File: config.mk
export PLATFORM = sky130hd
export DESIGN_NAME = store_queue_param
export DESIGN_NICKNAME = d
export VERILOG_FILES = /design/src/rtl/store_queue_param.sv
export SDC_FILE = /design/constraint.sdc
export NUM_CORES = 2
export LEC_CHECK = 0
export CAP_MARGIN = 25
export CORE_UTILIZATION = 65
export CTS_CLUSTER_DIAMETER = 80
export CTS_CLUSTER_SIZE = 30
export DETAILED_ROUTE_END_ITERATION = 10
export DONT_BUFFER_PORTS = 1
export GPL_ROUTABILITY_DRIVEN = 0
export PLACE_DENSITY_LB_ADDON = 0.05
export SLEW_MARGIN = 25
export SYNTH_ARGS = -nofsm -noshare
export SYNTH_HDL_FRONTEND = slang
export SYNTH_SLANG_ARGS = --single-unit
File: constraint.sdc
create_clock -name clk -period 50.6 [get_ports clk]
set_input_delay 5.06 -clock clk [delete_from_list [all_inputs] [get_ports clk]]
set_output_delay 5.06 -clock clk [all_outputs]
set_load 0.01 [all_outputs]
File: src/rtl/store_queue_param.sv
// store_queue_param -- in-order store queue sitting between dual-issue
// dispatch and the data-memory write port.
//
// Entry lifecycle: FREE -> WAIT_ADDR -> READY -> COMMITTED -> FREE.
//   dispatch  : up to two stores per cycle are allocated at tail (slot 1 is older)
//   agu       : two address-result ports, each addressed by SQ index
//   commit    : the ROB retires stores in program order through cptr
//   drain     : the head entry is offered to memory over valid/ready
//   flush     : drops every uncommitted entry and pulls tail back to cptr
//
// Ports
//   clk, reset                      clock (rising edge); async active-high reset
//   disp_valid/rob/data_1/2         dispatch requests
//   alloc_idx_1/2, disp_accept_1/2  granted index and accept, same cycle
//   agu_valid/idx/addr_1/2          address results
//   commit_valid                    retire the oldest uncommitted store
//   commit_ready, commit_rob        entry at cptr is READY, and its ROB index
//   mem_req_valid/addr/data/ready   drain port, driven from the head entry
//   flush                           discard uncommitted entries
//   count, sq_full, sq_empty        registered occupancy

package sq_pkg;
  localparam logic [1:0] ST_FREE      = 2'd0;
  localparam logic [1:0] ST_WAIT_ADDR = 2'd1;
  localparam logic [1:0] ST_READY     = 2'd2;
  localparam logic [1:0] ST_COMMITTED = 2'd3;
endpackage

// One queue slot: holds the state, ROB index, address and data of one store.
module sq_entry
  import sq_pkg::*;
#(
  parameter int ADDR_W = 32,
  parameter int DATA_W = 32,
  parameter int ROB_W  = 6
) (
  input  logic              clk,
  input  logic              reset,
  input  logic              alloc,
  input  logic [ROB_W-1:0]  alloc_rob,
  input  logic [DATA_W-1:0] alloc_data,
  input  logic              agu_wr,
  input  logic [ADDR_W-1:0] agu_addr,
  input  logic              commit,
  input  logic              pop,
  input  logic              flush,
  output logic [1:0]        state,
  output logic [ROB_W-1:0]  rob,
  output logic [ADDR_W-1:0] addr,
  output logic [DATA_W-1:0] data
);
  always_ff @(posedge clk or posedge reset) begin
    if (reset) begin
      state <= ST_FREE;
      rob   <= '0;
      addr  <= '0;
      data  <= '0;
    end else if (pop) begin
      // pop is only raised for a COMMITTED head, which flush never touches,
      // so a drain in the flush cycle still completes
      state <= ST_FREE;
    end else if (flush) begin
      if (state == ST_WAIT_ADDR || state == ST_READY) state <= ST_FREE;
    end else if (alloc) begin
      state <= ST_WAIT_ADDR;
      rob   <= alloc_rob;
      data  <= alloc_data;
    end else if (agu_wr && state == ST_WAIT_ADDR) begin
      addr  <= agu_addr;
      state <= ST_READY;
    end else if (commit && state == ST_READY) begin
      state <= ST_COMMITTED;
    end
  end
endmodule

module store_queue_param
  import sq_pkg::*;
#(
  parameter int DEPTH  = 8,
  parameter int ADDR_W = 32,
  parameter int DATA_W = 32,
  parameter int ROB_W  = 6,
  localparam int PW    = $clog2(DEPTH)
) (
  input  logic              clk,
  input  logic              reset,
  input  logic              disp_valid_1,
  input  logic              disp_valid_2,
  input  logic [ROB_W-1:0]  disp_rob_1,
  input  logic [ROB_W-1:0]  disp_rob_2,
  input  logic [DATA_W-1:0] disp_data_1,
  input  logic [DATA_W-1:0] disp_data_2,
  output logic [PW-1:0]     alloc_idx_1,
  output logic [PW-1:0]     alloc_idx_2,
  output logic              disp_accept_1,
  output logic              disp_accept_2,
  input  logic              agu_valid_1,
  input  logic              agu_valid_2,
  input  logic [PW-1:0]     agu_idx_1,
  input  logic [PW-1:0]     agu_idx_2,
  input  logic [ADDR_W-1:0] agu_addr_1,
  input  logic [ADDR_W-1:0] agu_addr_2,
  input  logic              commit_valid,
  output logic              commit_ready,
  output logic [ROB_W-1:0]  commit_rob,
  output logic              mem_req_valid,
  output logic [ADDR_W-1:0] mem_req_addr,
  output logic [DATA_W-1:0] mem_req_data,
  input  logic              mem_req_ready,
  input  logic              flush,
  output logic [PW:0]       count,
  output logic              sq_full,
  output logic              sq_empty
);
  logic [PW-1:0] head, cptr, tail;
  logic [PW:0]   free, n_committed, count_next;
  logic          do_commit, pop;

  logic [1:0]                    ent_state [DEPTH];
  logic [DEPTH-1:0][ROB_W-1:0]  ent_rob;
  logic [DEPTH-1:0][ADDR_W-1:0] ent_addr;
  logic [DEPTH-1:0][DATA_W-1:0] ent_data;

  // Space comes from the registered count only: a pop this cycle does not
  // make room for a dispatch this cycle.
  assign free          = (PW+1)'(DEPTH) - count;
  assign disp_accept_1 = disp_valid_1 && !flush && (free >= (PW+1)'(1));
  assign disp_accept_2 = disp_valid_2 && !flush &&
                         (free >= (disp_accept_1 ? (PW+1)'(2) : (PW+1)'(1)));
  assign alloc_idx_1   = tail;
  assign alloc_idx_2   = tail + PW'(disp_accept_1);

  assign commit_ready  = (ent_state[cptr] == ST_READY);
  assign commit_rob    = ent_rob[cptr];
  // commit without commit_ready, or during flush, is dropped
  assign do_commit     = commit_valid && commit_ready && !flush;

  assign mem_req_valid = (ent_state[head] == ST_COMMITTED);
  assign mem_req_addr  = ent_addr[head];
  assign mem_req_data  = ent_data[head];
  assign pop           = mem_req_valid && mem_req_ready;

  for (genvar i = 0; i < DEPTH; i++) begin : g_ent
    logic              a1_hit, a2_hit, alloc, agu1_hit, agu2_hit;
    logic [ROB_W-1:0]  rob_in;
    logic [DATA_W-1:0] data_in;
    logic [ADDR_W-1:0] addr_in;

    assign a1_hit   = disp_accept_1 && (alloc_idx_1 == PW'(i));
    assign a2_hit   = disp_accept_2 && (alloc_idx_2 == PW'(i));
    assign alloc    = a1_hit || a2_hit;
    assign rob_in   = a1_hit ? disp_rob_1  : disp_rob_2;
    assign data_in  = a1_hit ? disp_data_1 : disp_data_2;
    assign agu1_hit = agu_valid_1 && (agu_idx_1 == PW'(i));
    assign agu2_hit = agu_valid_2 && (agu_idx_2 == PW'(i));
    // port 1 wins when both AGUs name the same entry
    assign addr_in  = agu1_hit ? agu_addr_1 : agu_addr_2;

    sq_entry #(.ADDR_W(ADDR_W), .DATA_W(DATA_W), .ROB_W(ROB_W)) u_ent (
      .clk        (clk),
      .reset      (reset),
      .alloc      (alloc),
      .alloc_rob  (rob_in),
      .alloc_data (data_in),
      .agu_wr     (!flush && (agu1_hit || agu2_hit)),
      .agu_addr   (addr_in),
      .commit     (do_commit && (cptr == PW'(i))),
      .pop        (pop && (head == PW'(i))),
      .flush      (flush),
      .state      (ent_state[i]),
      .rob        (ent_rob[i]),
      .addr       (ent_addr[i]),
      .data       (ent_data[i])
    );
  end

  // After a flush only COMMITTED entries survive. Counting them directly
  // avoids the head==cptr ambiguity of a pointer distance when all DEPTH
  // entries are committed.
  always_comb begin
    n_committed = '0;
    for (int i = 0; i < DEPTH; i++)
      if (ent_state[i] == ST_COMMITTED) n_committed = n_committed + (PW+1)'(1);
  end

  always_comb begin
    count_next = count;
    if (flush)
      count_next = n_committed - (PW+1)'(pop);
    else
      count_next = count + (PW+1)'(disp_accept_1) + (PW+1)'(disp_accept_2)
                   - (PW+1)'(pop);
  end

  always_ff @(posedge clk or posedge reset) begin
    if (reset) begin
      head     <= '0;
      cptr     <= '0;
      tail     <= '0;
      count    <= '0;
      sq_full  <= 1'b0;
      sq_empty <= 1'b1;
    end else begin
      head     <= head + PW'(pop);
      cptr     <= cptr + PW'(do_commit);
      tail     <= flush ? cptr
                        : tail + PW'(disp_accept_1) + PW'(disp_accept_2);
      count    <= count_next;
      sq_full  <= (count_next == (PW+1)'(DEPTH));
      sq_empty <= (count_next == '0);
    end
  end
endmodule

Fig. 1: routed clock nets over the placement
Scale: 1.5 px per um.
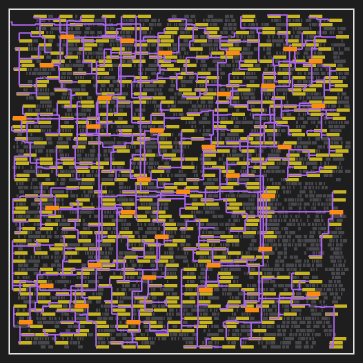
[purple] clock wires | length: 6880 um
[yellow] flip-flops | count: 591
[orange] clock-net drivers | count: 35
flops lie: all over the die

Fig. 2: met1 routing
Scale: 1 px per um. Supply wires on this layer in gray.
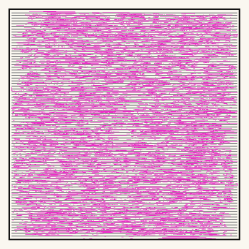
main direction: horizontal
longest straight run: 61.6 um
nets with wire on the layer: 2953
share of all routed wire: 41%
wire length on this layer: 37.0 mm
final WL: 89400 um
Global Route met1 Usage: 46.7%
Vias: 24000

==> results.json <==
{
  "status": "completed",
  "fmax_ghz": 0.0829,
  "syn2layout_area_growth_pct": 3.55,
  "die_w_um": 229,
  "openroad.warnings": 50,
  "cts.sink_count": 591,
  "ys_cells": 3234,
  "synth_area_leader_cell": "dfrtp_1",
  "drv_slew": 0,
  "dp_worst_setup_slack_ns": 38.56,
  "synthCells": 3234,
  "async_reset_ff_share_pct": 100,
  "routedWlPerCell_um": 24.5,
  "cp-end-kind": "output pin",
  "grt_max_degree": 172,
  "path_buffers": 3,
  "crit_path_start_kind": "input pin",
  "ys_seq_share_pct": 44.3,
  "cts-hold-fix-buffers": 0,
  "grt_overflow": 0,
  "crit_slowest_cell": "clkinv_1",
  "yosysChipArea_um2": 33400,
  "powerDensity_nw_per_um2": 53.3,
  "pwr-share-seq_pct": 43.2,
  "grt_pass1_wl_um": 141000,
  "floorplan.core_util_pct": 66.3,
  "final_cell_area_um2": 34600,
  "fp_nets": 3441,
  "max-clock-path-buffers": 3,
  "drc": 0,
  "rows": 82,
  "setup.worst_path.class": "in -> out",
  "numPortBuffers": 0,
  "antenna_found_initial": 0,
  "drive_gt1_share_pct": 12.4,
  "total_power_mw": 1.84,
  "crit_family": "buffers and inverters",
  "placed_area_um2": 33200,
  "power_leakage_nw": 16.7,
  "critPathMostFrequentCell": "ha_1",
  "drt-initial-drc-count": 2248,
  "diodes": 0,
  "edf_count": 0,
  "clk_pin_slew_ns": 0.09,
  "finalHoldViolCount": 0,
  "regToRegSetupSlack_ns": 45.36,
  "intPower_mw": 1.16,
  "grt_use_total_pct": 34.7,
  "dp_cells": 3578,
  "post_cts_buffers": 0,
  "finalClockPeriodUsage_pct": 23.8,
  "ys_warn_count": 0,
  "clk_latency_ns": 0.61,
  "final_util_pct": 68.6,
  "fin_ws_ns": 38.53,
  "fin_skew_ns": 0.0467,
  "setup_tns_ns": 0,
  "path_cells": "clkinv_1, nand2_1, a41o_1, inv_2, ha_1, ha_1, xnor2_1, inv_1",
  "p_clk_share_pct": 19.0,
  "final_cells": 3643,
  "top_cell_area_share_pct": 44.2,
  "combPwrFrac_pct": 37.8,
  "io_pins": 241,
  "worstPathRequired_ns": 45.54,
  "arrival_ns": 7.01,
  "fp.dieH_um": 229,
  "numCtsBuffers": 35,
  "cts-resized-gates": 0,
  "nets": 3152,
  "die_area_um2": 52300,
  "p_switching_mw": 0.682,
  "slowest_delay_ns": 0.42,
  "sw_frac_of_total_pct": 37.0,
  "core_um2": 50400,
  "ys.flops": 591,
  "peakVddDrop_v": 0.0000443,
  "min_path_type": "reg -> reg",
  "fin_hold_ws_ns": 0.490,
  "rsz0062_at_grt": "no",
  "cts_tree": "done",
  "syn-cell-area_um2": 33400,
  "htreeDepth": 2,
  "max_cap_viol_count": 0,
  "cts-root-buf": "clkbuf_16",
  "flop_cell": "dfrtp_1",
  "fin_crit_ns": 12.07,
  "hpwl_um": 52200,
  "drtPass1Iterations": 7
}
==> Yosys cell counts, drive strengths merged, types with 2 or more instances <==
master,n
nand3b,4
mux2,74
and2,5
nor4,6
or2,4
nand2b,6
ha,50
a31oi,10
nand3,14
nor3,16
fa,2
a211oi,4
mux2i,562
nand2,74
and3,8
o21ai,56
or4,2
inv,34
a21oi,545
clkbuf,133
a21bo,2
buf,242
mux4,141
dfrtp,590
a21o,3
xnor2,13
a21boi,8
and3b,3
nor3b,11
nor2b,5
a41oi,2
or3,2
nand4,5
nor2,561
nand4b,4
xor2,11
nor4b,2
==> flip-flops by register name, indices dropped and copies added, names as in the netlist <==
| register | cells |
|---|---|
| g_ent.u_ent.data | 256 |
| sq_full | 1 |
| g_ent.u_ent.rob | 48 |
| g_ent.u_ent.state | 16 |
| head | 3 |
| g_ent.u_ent.addr | 256 |
| cptr | 3 |
| alloc_idx_1 | 3 |
| sq_empty | 1 |
| count | 4 |
==> layout by cell type (no fill, tap or decap), types with 7 or more instances in the layout <==
cell type / count
nor2_1: 559
dfrtp_1: 587
mux4_2: 141
xnor2_1: 13
a21oi_1: 545
a31oi_1: 10
inv_8: 7
o21ai_0: 56
mux2i_1: 562
nor3_1: 8
inv_1: 32
xor2_1: 11
nand2_1: 74
clkbuf_16: 37
mux2_2: 74
ha_1: 50
nand3_1: 12
buf_4: 42
==> final timing paths <==
| check | end | cells after the start | startpoint |
|---|---|---|---|
| max in group asynchronous | g_ent[6].u_ent.addr[1] | 4 | reset |
| worst max register to register | sq_full | 23 | g_ent[1].u_ent.state[1] |
| min in group asynchronous | sq_full | 1 | reset |
| worst max-delay path | alloc_idx_2[2] | 8 | flush |
| worst min-delay path | g_ent[3].u_ent.data[31] | 2 | g_ent[3].u_ent.data[31] |
| worst min register to register | g_ent[3].u_ent.data[31] | 2 | g_ent[3].u_ent.data[31] |
==> area by class of cell <==
class                      instances  area (um^2)
multi-input combinational       2233        17000
fill                            3739        15800
sequential                       591        14800
clock buffer                      37          926
tap                              672          841
timing repair buffer              49          432
clock inverter                    26          403
inverter                          35          139
==> worst min-delay path: cells and delay by family (launching register included) <==
family          cells  cell delay [ns]
compound gates      1             0.06
flops               1             0.35
simple gates        1             0.05
==> power groups by stage <==
stage	sequential (mW)	combinational (mW)	clock [mW]
after floorplan	0.752	0.581	0
after global placement	0.792	0.667	0
after detailed placement	0.804	0.697	0
after CTS	0.796	0.700	0.355
after global routing	0.821	0.764	0.371
final	0.797	0.697	0.350
==> layer usage <==
metal	vias up	GRT usage, %	part of all wire (%)
met5	-	0	0
met2	838	56.6	48
met4	0	11.6	3.1
li1	10700	-	-
met3	210	6.94	7.9
met1	12200	46.7	41
==> kinds of logic after synthesis <==
family	after synthesis	synth area share, %
simple gates	735	9.14
mux	777	28.9
xor+xnor	24	0.630
compound gates	645	10.0
flops	591	44.3
buf+inv	410	5.04
fa+ha+maj	52	1.99
Power figures rest on the tool's default switching activity, not on a simulated workload.
